`config.mk`:
```
export PLATFORM = sky130hd
export DESIGN_NAME = display_load_sequencer
export DESIGN_NICKNAME = d
export VERILOG_FILES = /design/src/rtl/display_load_sequencer.sv
export SDC_FILE = /design/constraint.sdc
export NUM_CORES = 1
export LEC_CHECK = 0
export CAP_MARGIN = 20
export CORE_ASPECT_RATIO = 0.7
export CORE_MARGIN = 2
export CORE_UTILIZATION = 28
export CTS_BUF_LIST = sky130_fd_sc_hd__clkbuf_8
export DETAILED_ROUTE_END_ITERATION = 10
export GPL_TIMING_DRIVEN = 0
export PLACE_DENSITY = 0.53
export SLEW_MARGIN = 20
export SYNTH_ARGS = -nofsm -noshare
export SYNTH_HDL_FRONTEND = slang
export SYNTH_SLANG_ARGS = --single-unit
```
`constraint.sdc`:
```
create_clock -name clk -period 3.5 [get_ports clk]
set_clock_uncertainty 0.2 [all_clocks]
set_input_delay 1.05 -clock clk [delete_from_list [all_inputs] [get_ports clk]]
set_output_delay 1.05 -clock clk [all_outputs]
set_load 0.01 [all_outputs]
```
`src/rtl/display_load_sequencer.sv`:
```
// rtl/display_load_sequencer.sv - writes changed hex digits into a 4-char column display, then holds for a scan interval
module display_load_sequencer #(
  parameter int MIN_SCAN_CYCLES = 16,
  parameter int INIT_CYCLES     = 2
) (
  input  logic        clk,
  input  logic        reset,
  input  logic [15:0] value_in,
  input  logic        value_valid,
  output logic        value_ready,
  output logic [3:0]  disp_data,
  output logic [1:0]  disp_char_position,
  output logic        disp_load,
  output logic        disp_reset,
  output logic        busy
);

  typedef enum logic [1:0] {
    S_INIT,
    S_IDLE,
    S_LOAD,
    S_HOLD
  } state_t;

  localparam logic [3:0] INIT_LAST = 4'(INIT_CYCLES - 1);
  localparam logic [7:0] HOLD_LAST = 8'(MIN_SCAN_CYCLES - 1);

  state_t      state, state_d;
  logic [3:0]  init_cnt, init_cnt_d;
  logic [7:0]  hold_cnt, hold_cnt_d;
  logic [1:0]  pos, pos_d, pos_nxt;
  logic [15:0] latched, latched_d;
  logic [15:0] shadow, shadow_d;
  logic        shadow_valid, shadow_valid_d;
  logic [3:0]  changed, changed_d, new_changed;
  logic        value_ready_d, disp_load_d, disp_reset_d, busy_d;
  logic [3:0]  disp_data_d;
  logic [1:0]  disp_char_position_d;

  // Position 0 is the leftmost character, carried in the top nibble.
  function automatic logic [3:0] digit_of(input logic [15:0] v, input logic [1:0] p);
    case (p)
      2'd0:    digit_of = v[15:12];
      2'd1:    digit_of = v[11:8];
      2'd2:    digit_of = v[7:4];
      default: digit_of = v[3:0];
    endcase
  endfunction

  // Per-position change mask against what the display currently shows; all set when nothing shown yet.
  always_comb begin
    new_changed = 4'b0000;
    for (int p = 0; p < 4; p++) begin
      new_changed[p] = (digit_of(value_in, 2'(p)) != digit_of(shadow, 2'(p))) || !shadow_valid;
    end
  end

  // Next state and next (registered) output values.
  always_comb begin
    state_d              = state;
    init_cnt_d           = init_cnt;
    hold_cnt_d           = hold_cnt;
    pos_d                = pos;
    latched_d            = latched;
    shadow_d             = shadow;
    shadow_valid_d       = shadow_valid;
    changed_d            = changed;
    disp_data_d          = disp_data;
    disp_char_position_d = disp_char_position;
    disp_load_d          = 1'b0;
    pos_nxt              = pos + 2'd1;
    case (state)
      S_INIT: begin
        if (init_cnt == INIT_LAST) begin
          state_d = S_IDLE;
        end else begin
          init_cnt_d = init_cnt + 4'd1;
        end
      end
      S_IDLE: begin
        if (value_valid && value_ready) begin
          latched_d            = value_in;
          changed_d            = new_changed;
          pos_d                = 2'd0;
          state_d              = S_LOAD;
          disp_char_position_d = 2'd0;
          disp_data_d          = value_in[15:12];
          disp_load_d          = new_changed[0];
        end
      end
      S_LOAD: begin
        if (pos == 2'd3) begin
          shadow_d       = latched;
          shadow_valid_d = 1'b1;
          if (|changed) begin
            state_d    = S_HOLD;
            hold_cnt_d = 8'd0;
          end else begin
            state_d = S_IDLE;
          end
        end else begin
          pos_d                = pos_nxt;
          disp_char_position_d = pos_nxt;
          disp_data_d          = digit_of(latched, pos_nxt);
          disp_load_d          = changed[pos_nxt];
        end
      end
      default: begin
        if (hold_cnt == HOLD_LAST) begin
          state_d = S_IDLE;
        end else begin
          hold_cnt_d = hold_cnt + 8'd1;
        end
      end
    endcase
    disp_reset_d  = (state_d == S_INIT);
    value_ready_d = (state_d == S_IDLE);
    busy_d        = (state_d != S_IDLE);
  end

  // State, datapath and output registers; reset takes effect without waiting for clk.
  always_ff @(posedge clk or negedge reset) begin
    if (!reset) begin
      state              <= S_INIT;
      init_cnt           <= 4'd0;
      hold_cnt           <= 8'd0;
      pos                <= 2'd0;
      latched            <= 16'h0000;
      shadow             <= 16'h0000;
      shadow_valid       <= 1'b0;
      changed            <= 4'b0000;
      value_ready        <= 1'b0;
      disp_load          <= 1'b0;
      disp_data          <= 4'd0;
      disp_char_position <= 2'd0;
      disp_reset         <= 1'b1;
      busy               <= 1'b1;
    end else begin
      state              <= state_d;
      init_cnt           <= init_cnt_d;
      hold_cnt           <= hold_cnt_d;
      pos                <= pos_d;
      latched            <= latched_d;
      shadow             <= shadow_d;
      shadow_valid       <= shadow_valid_d;
      changed            <= changed_d;
      value_ready        <= value_ready_d;
      disp_load          <= disp_load_d;
      disp_data          <= disp_data_d;
      disp_char_position <= disp_char_position_d;
      disp_reset         <= disp_reset_d;
      busy               <= busy_d;
    end
  end

endmodule

```
met3.png
(4 px per µm)
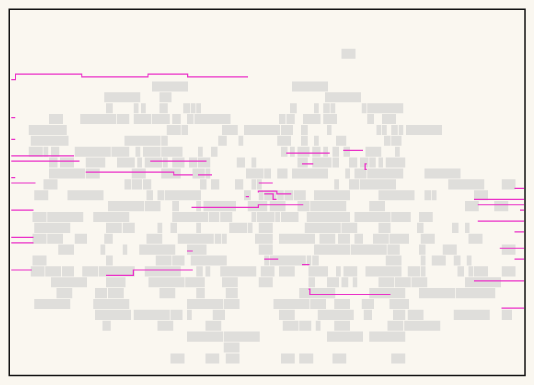
wire length on this layer: 347 µm
main direction: horizontal
nets with wire on the layer: 31
share of all routed wire: 5.0%
longest straight run: 21.8 µm

final_clocks.png
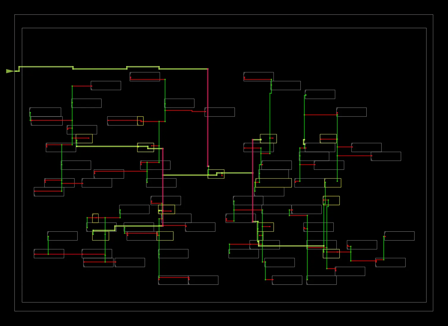
TritonCTS Sinks: 61
final-layout clock buffer total: 12
clk_lat worst skew: 0.34 ns

==> results.txt <==
Status: complete, no violations
Minimum clock period: 2.77 ns
Tool Warnings: 34
Non-Clock Buffer Area Fraction: 9.35%
H-tree depth: 3
Maximum Capacitance Violations: 0
Endpoint, Worst Hold: init_cnt[3]
Cycle use final: 79.3%
Logic pwr share: 34.0%
Gate Count Post-Synth: 266
DRC: 0
Commonest Layout Cell: dfrtp_1
Ao+oa area frac: 10.5%
Fin. Hold Viols: 0
Met3 Usage GRT: 5.07%
Most Crowded Layer GR: met1
Pwr per Cell Area: 725 nW/µm²
Final wirelength: 6940 µm
Number of CTS-inserted buffers: 9
Comb gates: 189
WHS: 0.300 ns
Reg2reg setup slack: 0.81 ns
GPL Wtd Cong: 0.793
Largest cell class: flip-flops and latches
FA/HA/MAJ Cells, Area Fraction: 4.94%
Most frequent cell after synthesis: dfrtp_1
Largest net degree at the start of global routing: 50
Post-synth EDFFs: 0
Met1 Resource Use GR: 20.4%
Clock network area share: 5.65%
# diodes: 0
Pre-placement core utilization: 29.0%
Sequential share of the synthesized area: 50.3%
Area share, top type: 48.6%
Final core occ: 35.5%
RSZ-0062 raised after global routing: false
Met2 usage: 15.6%
met1.png
(2 px per µm) Supply wires on this layer in gray.
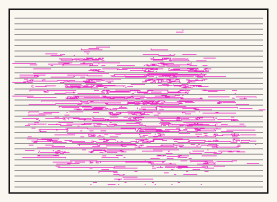
main direction: horizontal
share of all routed wire: 58%
longest straight run: 46.0 µm
nets with wire on the layer: 303

density.png
(3 px per µm) 13 x 9 tiles, from white (low) to dark blue (high), 0 to 100% covered.
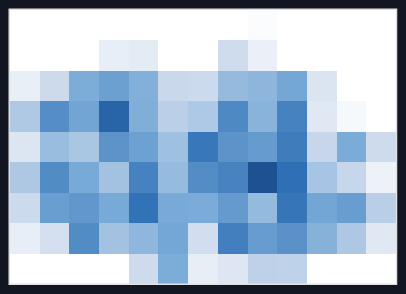
mean over tiles: 30%
nearly empty tiles: 27%
tiles over 75% full: 1.7%
fullest tile: 87%
densest ninth of the die: middle
emptiest ninth of the die: top right

==> power groups by stage <==
stage	clock network (mW)	logic (mW)	registers (mW)
finish	0.661	0.918	1.12
floorplan	0	0.609	1.08
detailed placement	0	0.923	1.13
CTS	0.682	0.929	1.12
global placement	0	0.909	1.12
global route	0.710	1.04	1.15
==> per-layer routing <==
metal	part of all wire (%)	wire length [µm]
met5	0	0
met4	1.1	78
met3	5.0	346
met2	36	2500
met1	58	4020
==> worst max-delay path, stage by stage <==
cell,delay [ns]
clkdlybuf4s50_1,0.51
a21boi_0,0.21
nor3_1,0.82
nor2_1,0.08
a21oi_1,0.16
==> state kept, by name, indices dropped and copies added (netlist names), 2 cells and up <==
register / cells
pos: 2
changed: 4
init_cnt: 4
state: 2
hold_cnt: 8
latched: 16
shadow: 16
disp_data: 4
Power and IR drop assume default switching activity.
